$ cat src/rtl/uart_tx_scheduler_if.sv
// Requester-side bus of the UART transmit scheduler: per-requester request,
// byte and capture acknowledge.
interface uart_tx_scheduler_if #(
  parameter int N = 2
) ();
  logic [N-1:0]   req;
  logic [8*N-1:0] req_data;
  logic [N-1:0]   ack;

  modport master (output req, output req_data, input ack);
  modport slave  (input req, input req_data, output ack);
endinterface

$ cat src/rtl/uart_tx_scheduler.sv
// Round-robin scheduler sharing one UART transmitter between N requesters,
// with frame tracking through TBR and an inter-frame gap counted in baud ticks.
module uart_tx_scheduler #(
  parameter int N         = 2,
  parameter int GAP_TICKS = 1,
  parameter int IDW       = $clog2(N)
) (
  input  logic                 clk,
  input  logic                 rst_n,
  uart_tx_scheduler_if.slave   rq,
  input  logic                 baud_tick,
  input  logic                 tbr,
  output logic                 tx_enable,
  output logic [7:0]           tx_data,
  output logic                 busy,
  output logic [IDW-1:0]       grant_id,
  output logic                 tx_done
);

  typedef enum logic [1:0] {IDLE, ISSUE, BUSY, GAP} state_t;

  state_t         state, state_nxt;
  logic [IDW-1:0] rr_ptr;
  logic [IDW-1:0] win;
  logic           win_vld;
  logic [3:0]     gap_cnt, gap_cnt_nxt;
  logic [N-1:0]   ack_q, ack_nxt;
  logic           grant_p0;
  logic           done_p0;
  int             idx;

  function automatic logic [IDW-1:0] ptr_after(input logic [IDW-1:0] w);
    if (int'(w) == N - 1) return '0;
    return w + 1'b1;
  endfunction

  // Scan from the highest offset down so the lowest offset from rr_ptr wins.
  always_comb begin
    win     = '0;
    win_vld = 1'b0;
    idx     = 0;
    for (int k = N - 1; k >= 0; k--) begin
      idx = (int'(rr_ptr) + k) % N;
      if (rq.req[idx[IDW-1:0]]) begin
        win     = idx[IDW-1:0];
        win_vld = 1'b1;
      end
    end
  end

  always_comb begin
    state_nxt   = state;
    gap_cnt_nxt = gap_cnt;
    grant_p0    = 1'b0;
    done_p0     = 1'b0;
    ack_nxt     = '0;
    case (state)
      IDLE: begin
        if (win_vld && tbr) begin
          grant_p0  = 1'b1;
          ack_nxt   = {{(N-1){1'b0}}, 1'b1} << win;
          state_nxt = ISSUE;
        end
      end
      ISSUE: begin
        if (baud_tick) state_nxt = BUSY;
      end
      BUSY: begin
        if (tbr) begin
          done_p0 = 1'b1;
          if (GAP_TICKS == 0) begin
            state_nxt = IDLE;
          end else begin
            state_nxt   = GAP;
            gap_cnt_nxt = 4'(GAP_TICKS);
          end
        end
      end
      GAP: begin
        if (baud_tick) begin
          gap_cnt_nxt = gap_cnt - 4'd1;
          if (gap_cnt <= 4'd1) state_nxt = IDLE;
        end
      end
      default: state_nxt = IDLE;
    endcase
  end

  always_ff @(posedge clk) begin
    if (!rst_n) state <= IDLE;
    else        state <= state_nxt;
  end

  // p0 -> registered: capture of the winning byte and one-cycle pulses.
  always_ff @(posedge clk) begin
    if (!rst_n) begin
      rr_ptr   <= '0;
      gap_cnt  <= '0;
      ack_q    <= '0;
      tx_done  <= 1'b0;
      tx_data  <= 8'h00;
      grant_id <= '0;
    end else begin
      gap_cnt <= gap_cnt_nxt;
      ack_q   <= ack_nxt;
      tx_done <= done_p0;
      if (grant_p0) begin
        tx_data  <= rq.req_data[{win, 3'b000} +: 8];
        grant_id <= win;
        rr_ptr   <= ptr_after(win);
      end
    end
  end

  assign rq.ack    = ack_q;
  assign tx_enable = (state == ISSUE);
  assign busy      = (state != IDLE);

endmodule
$ cat src/flat_wrapper.sv
// flat-port wrapper written by rule: the top's interface ports become plain ports
module uart_tx_scheduler_flat 
#(
  parameter int N         = 2,
  parameter int GAP_TICKS = 1,
  parameter int IDW       = $clog2(N)
)
  (clk, rst_n, baud_tick, tbr, tx_enable, tx_data, busy, grant_id, tx_done, rq_req, rq_req_data, rq_ack);
  uart_tx_scheduler_if #(.N(N)) rq_i ();
  input  logic clk;
  input  logic rst_n;
  input  logic baud_tick;
  input  logic tbr;
  output logic tx_enable;
  output logic [7:0] tx_data;
  output logic busy;
  output logic [IDW-1:0] grant_id;
  output logic tx_done;
  input wire logic [$bits(rq_i.req)-1:0] rq_req;
  input wire logic [$bits(rq_i.req_data)-1:0] rq_req_data;
  output wire logic [$bits(rq_i.ack)-1:0] rq_ack;
  assign rq_i.req = rq_req;
  assign rq_i.req_data = rq_req_data;
  assign rq_ack = rq_i.ack;
  uart_tx_scheduler #(.N(N), .GAP_TICKS(GAP_TICKS), .IDW(IDW)) u_core (.clk(clk), .rst_n(rst_n), .rq(rq_i), .baud_tick(baud_tick), .tbr(tbr), .tx_enable(tx_enable), .tx_data(tx_data), .busy(busy), .grant_id(grant_id), .tx_done(tx_done));
endmodule
$ cat config.mk
export PLATFORM = sky130hd
export DESIGN_NAME = uart_tx_scheduler_flat
export DESIGN_NICKNAME = d
export VERILOG_FILES = /design/src/rtl/uart_tx_scheduler_if.sv /design/src/rtl/uart_tx_scheduler.sv /design/src/flat_wrapper.sv
export SDC_FILE = /design/constraint.sdc
export NUM_CORES = 1
export LEC_CHECK = 0
export ABC_CLOCK_PERIOD_IN_PS = 1650
export CORE_MARGIN = 3
export CORE_UTILIZATION = 43
export CTS_CLUSTER_DIAMETER = 40
export DETAILED_ROUTE_END_ITERATION = 8
export GPL_TIMING_DRIVEN = 1
export PLACE_DENSITY = 0.86
export SYNTH_ARGS = -nofsm -noshare
export SYNTH_HDL_FRONTEND = slang
export SYNTH_SLANG_ARGS = --single-unit
$ cat constraint.sdc
create_clock -name clk -period 1.65 [get_ports clk]
set_input_delay 0.4125 -clock clk [delete_from_list [all_inputs] [get_ports clk]]
set_output_delay 0.4125 -clock clk [all_outputs]
set_load 0.01 [all_outputs]
### Metal 2, run 1

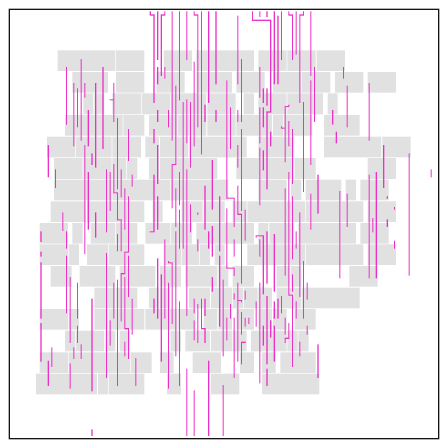
- nets with wire on the layer: 151
- longest straight run: 18.4 um
- share of all routed wire: 53%
global-route met2 utilization: 0.274
routed vias: 887
routed wire length: 2240 um

### Routing congestion map, run 1

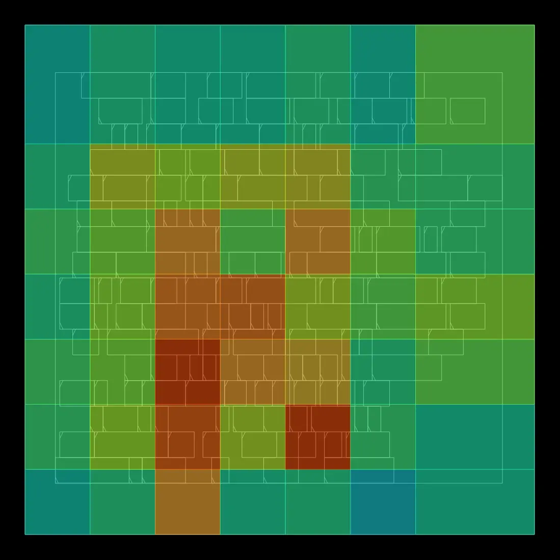
global route hottest layer: met2
met3 track demand over resource in global routing: 0.0360
Core Util, Final: 0.715

### Routed metal, one color a layer, run 1

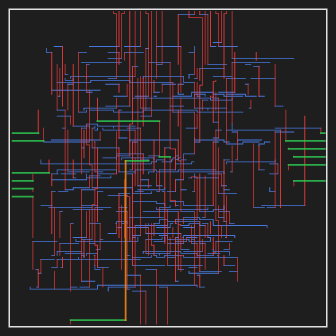
- orange: met4 (wire length 27.2 um)
- green: met3 (wire length 82.3 um)
- red: met2 (wire length 1,200 um)
- blue: met1 (wire length 932 um)
Tot GR Track Use: 0.164
final routed wire length divided by cell count: 12.6 um

==> reports/highlights.md, run 1 <==
### Run status
• **outcome** complete, no violations

### Critical path
• **WP data arrival** 1190 ps
• **logic depth of the worst path, buffers included** 1
• **reg-to-reg critical path startpoint** u_core.state[0]$_SDFFE_PN0P_
• **critical-path cell with the highest stage delay** sky130_fd_sc_hd__clkdlybuf4s50_1
• **combined buffer and inverter count along the critical path** 1
• **required time of the worst setup path** 1240 ps
• **Top Family by Delay on Critical Path** buffers and inverters
• **capture point of the critical path** tx_data[6]
• **Worst Path Class, Setup** flop to primary output
• **largest fanout on the critical path** 2
• **Worst R2R Path Depth** 7

### Global route
• **overflow left after global routing** 0
• **antenna violations before repair** 0
• **met1 Use GR** 0.193

### STA
• **measured slew at the worst slew-check pin** 339 ps
• **post-route clock period utilization** 0.971
• **worst clock skew** 7.28 ps
• **fin crit period** 1600 ps
• **worst-case headroom to the max-slew limit** 0.774
• **final slew viol count** 0

### Clocking
• **deepest level of the CTS H-tree** 1
• **Post-CTS Hold Fix Bufs** 0
• **clock sink count** 19
• **clock insertion delay at the later pin of the skew report** 300 ps
• **clk slew on worst S/H paths** 110 ps
• **Clk Tree Root Cell** sky130_fd_sc_hd__clkbuf_4

### Placed design
• **detailed-placement wirelength estimate** 1770 um
• **post-placement worst setup slack** -108 ps
• **GP Congestion** 0.843
• **placed standard-cell area** 1450 sq um

### Routing
• **Metal-1 WL** 932 um
• **met3 WL post-DR** 82 um

### Power and ir drop
• **total chip power** 1730 uW
• **power density relative to cell area** 1180 nW/um^2
• **reported leakage power** 0.000669 uW
• **peak supply drop** 843 uV

### Synthesis
• **synth top area cells** sky130_fd_sc_hd__dfxtp_1 (38%), sky130_fd_sc_hd__mux2i_1 (10%), sky130_fd_sc_hd__a211oi_2 (8.8%), sky130_fd_sc_hd__ha_1 (8.8%), sky130_fd_sc_hd__nor2_1 (6.1%)
• **dominant non-sequential cell family after synthesis** AND-OR/OR-AND gates
• **number of library cell types mapped by synthesis** 27
• **Mapped Area** 991 sq um
• **yosys simple share** 0.157
• **area of the synthesized netlist per yosys stat** 991 sq um
• **largest area contributor in the synthesized netlist** sky130_fd_sc_hd__dfxtp_1
• **cells after synthesis** 105
• **Max-area cell share** 0.384
• **complex-gate fraction of the synthesized area** 0.186
• **Mapped Avg Cell Area** 9.44 sq um

### Worst hold path
• **launch instance of the worst min-delay path** u_core.tx_data[2]$_SDFFE_PN0P_
• **hold path depth** 2

### Layout
• **clock-cell share of area** 0.0187
• **number of clock buffers in the layout** 3
• **footprint of the multi-input gates** 556 sq um
• **proportion of cell area occupied by registers** 0.260
• **antenna cells** 0
• **net count reported at finish** 180
• **number of ordinary and repair buffers in the finished layout** 45
• **post-route cell area** 1470 sq um
• **area growth from synthesis to layout** 48.7%
• **Logic inverters** 7

### Floorplan
• **initial cell density of the core** 0.481
• **area of the core** 2060 sq um

-- run 1: cell usage after synthesis, drive strengths merged --
library cell,number
a211oi,8
mux2,1
dfxtp,19
inv,7
nand2,5
and2,1
nor3,2
or2,1
o21ai,7
o21a,1
nor2,17
nand3,3
o31ai,2
and3,1
buf,4
ha,7
o2111ai,1
nand3b,1
mux2i,10
a21oi,3
nand2b,2
xor2,2
-- run 1: state kept, by name, indices dropped and copies added, names as in the netlist --
name / flops
u_core.rq.ack: 2
u_core.rr_ptr: 1
u_core.tx_data: 8
u_core.gap_cnt: 4
u_core.grant_id: 1
u_core.state: 2
u_core.tx_done: 1
-- run 1: where the power goes --
group,total (uW),switching [uW],internal [uW]
clock,240,150,90.4
sequential,628,59.9,568
combinational,866,408,458
total,1730,617,1120
### Met3 routing, run 1

The bar under the picture is 20 um long.
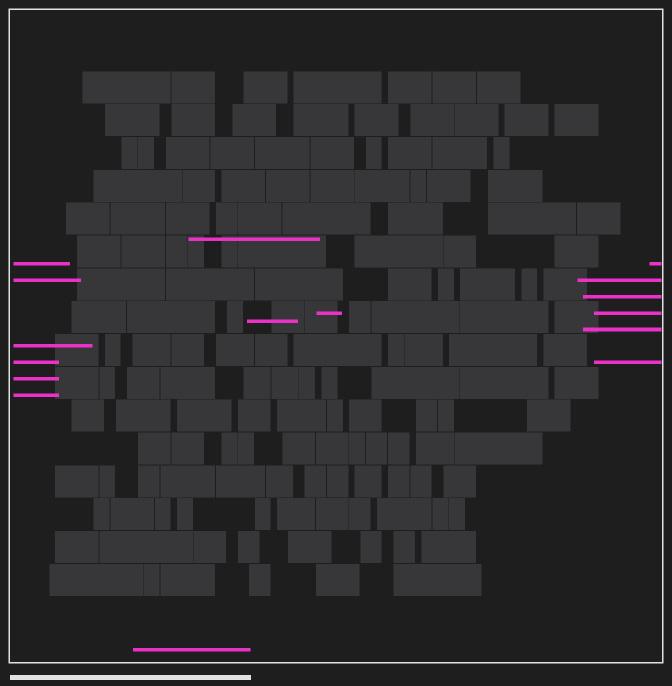

==> run 2: changes to the inputs <==
--- a/config.mk
+++ b/config.mk
@@ -6,8 +6,10 @@
 export NUM_CORES = 1
 export LEC_CHECK = 0
 export ABC_CLOCK_PERIOD_IN_PS = 1650
+export CELL_PAD_IN_SITES_DETAIL_PLACEMENT = 0
+export CELL_PAD_IN_SITES_GLOBAL_PLACEMENT = 1
 export CORE_MARGIN = 3
-export CORE_UTILIZATION = 43
+export CORE_UTILIZATION = 32
 export CTS_CLUSTER_DIAMETER = 40
 export DETAILED_ROUTE_END_ITERATION = 8
 export GPL_TIMING_DRIVEN = 1
### Met3 routing, run 2

The bar under the picture is 20 um long.
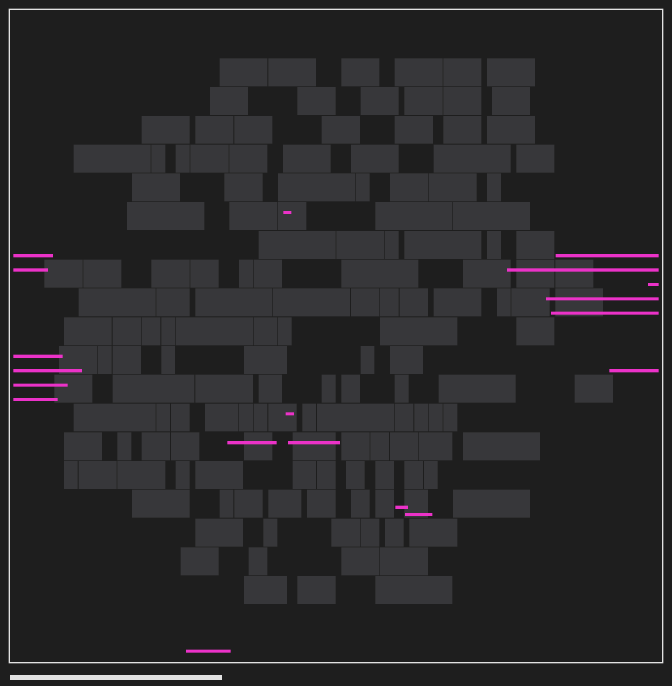
- share of all routed wire: 3.9%
- longest straight run: 14.0 um
- wire length on this layer: 91.1 um
- main direction: horizontal
met3 track demand over resource in global routing: 0.0168
routed vias: 897
routed wire length: 2330 um

==> reports/highlights.md, run 2 <==
### Synthesis
• **largest area contributor in the synthesized netlist** sky130_fd_sc_hd__dfxtp_1, unchanged
• **Max-area cell share** 0.384, unchanged
• **number of library cell types mapped by synthesis** 27, unchanged
• **Mapped Area** 991 sq um, unchanged
• **proportion of synthesized flip-flops having asynchronous set or reset** 0, unchanged
• **cells after synthesis** 105, unchanged
• **most frequent cell after synthesis** sky130_fd_sc_hd__dfxtp_1, unchanged
• **area of the synthesized netlist per yosys stat** 991 sq um, unchanged
• **main flop type after synthesis** sky130_fd_sc_hd__dfxtp_1, unchanged
• **number of enable flip-flop cells** 0, unchanged
• **Mapped Avg Cell Area** 9.44 sq um, unchanged
• **synth top area cells** sky130_fd_sc_hd__dfxtp_1 (38%), sky130_fd_sc_hd__mux2i_1 (10%), sky130_fd_sc_hd__a211oi_2 (8.8%), sky130_fd_sc_hd__ha_1 (8.8%), sky130_fd_sc_hd__nor2_1 (6.1%), unchanged

### Global route
• **overflow left after global routing** 0, unchanged
• **global-route met2 utilization** 0.211, was 0.274
• **met1 Use GR** 0.173, was 0.193
• **global route hottest layer** met2, unchanged
• **Tot GR Track Use** 0.132, was 0.164

### Critical path
• **critical-path cell with the highest stage delay** sky130_fd_sc_hd__clkdlybuf4s50_1, unchanged
• **Worst R2R Path Depth** 7, unchanged
• **required time of the worst setup path** 1240 ps, about the same
• **Worst Path Class, Setup** flop to primary output, unchanged
• **logic depth of the worst path, buffers included** 1, unchanged
• **combined buffer and inverter count along the critical path** 1, unchanged
• **largest fanout on the critical path** 1, was 2
• **capture point of the critical path** rq_ack[1], was tx_data[6]
• **Top Family by Delay on Critical Path** buffers and inverters, unchanged
• **reg-to-reg critical path startpoint** u_core.state[0]$_SDFFE_PN0P_, unchanged

### Placed design
• **placed standard-cell area** 1440 sq um, was 1450 sq um
• **detailed-placement wirelength estimate** 1840 um, was 1770 um

### Routing
• **met3 WL post-DR** 91 um, was 82 um
• **final routed wire length divided by cell count** 13.0 um, was 12.6 um
• **Metal-1 WL** 990 um, was 932 um

### Worst hold path
• **launch instance of the worst min-delay path** u_core.tx_data[2]$_SDFFE_PN0P_, unchanged
• **hold path depth** 2, unchanged
• **Min-Delay Path Class** flop to flop, unchanged

### Layout
• **footprint of the multi-input gates** 561 sq um, was 556 sq um
• **area growth from synthesis to layout** 51.1%, was 48.7%
• **number of ordinary and repair buffers in the finished layout** 44, was 45
• **Logic inverters** 7, unchanged
• **post-route cell area** 1500 sq um, was 1470 sq um
• **Core Util, Final** 0.525, was 0.715
• **max reg flops** 8, unchanged
• **proportion of cell area occupied by registers** 0.256, was 0.260
• **clock-cell share of area** 0.0184, was 0.0187

### Power and ir drop
• **power density relative to cell area** 1170 nW/um^2, was 1180 nW/um^2
• **total chip power** 1750 uW, was 1730 uW
• **peak supply drop** 652 uV, was 843 uV
• **reported leakage power** 0.000754 uW, was 0.000669 uW

### STA
• **worst-case headroom to the max-slew limit** 0.762, was 0.774
• **worst clock skew** 0.913 ps, was 7.28 ps
• **measured slew at the worst slew-check pin** 357 ps, was 339 ps
• **fin crit period** 1580 ps, was 1600 ps
• **post-route clock period utilization** 0.958, was 0.971
• **final slew viol count** 0, unchanged

### Clocking
• **clock sink count** 19, unchanged
• **deepest level of the CTS H-tree** 1, unchanged
• **Clk Tree Root Cell** sky130_fd_sc_hd__clkbuf_4, unchanged
• **Post-CTS Hold Fix Bufs** 0, unchanged
• **clock insertion delay at the later pin of the skew report** 300 ps, about the same

### Run status
• **outcome** complete, no violations, unchanged

==> run 2: cell types whose count changed in the layout (fill, tap and decap cells not counted), sizes merged <==
cell / change
clkdlybuf4s50: -6
dlymetal6s2s: +6
buf: -2
clkdlybuf4s15: +1
==> run 2: power breakdown <==
part / internal, uW / switching, uW
registers: 568 / 65.3
clock network: 90.3 / 147
logic: 461 / 414
total: 1120 / 626
==> run 2: logic make-up after synthesis <==
family | after synthesis | share of synthesized area
adders and majority gates | 7 | 0.0884
and+or+nand+nor | 33 | 0.157
AOI/OAI and AO/OA | 22 | 0.186
muxes | 11 | 0.112
DFF | 19 | 0.384
xor gates and xnor gates | 2 | 0.0177
buffers and inverters | 11 | 0.0556
==> run 2: timing repair <==
action / CTS / global route
pin swaps: 0 / 0
gates resized: 5 / 16
endpoints found under the setup margin: 2 / 13
No activity file was given, so power comes from the tool's default toggle rates.
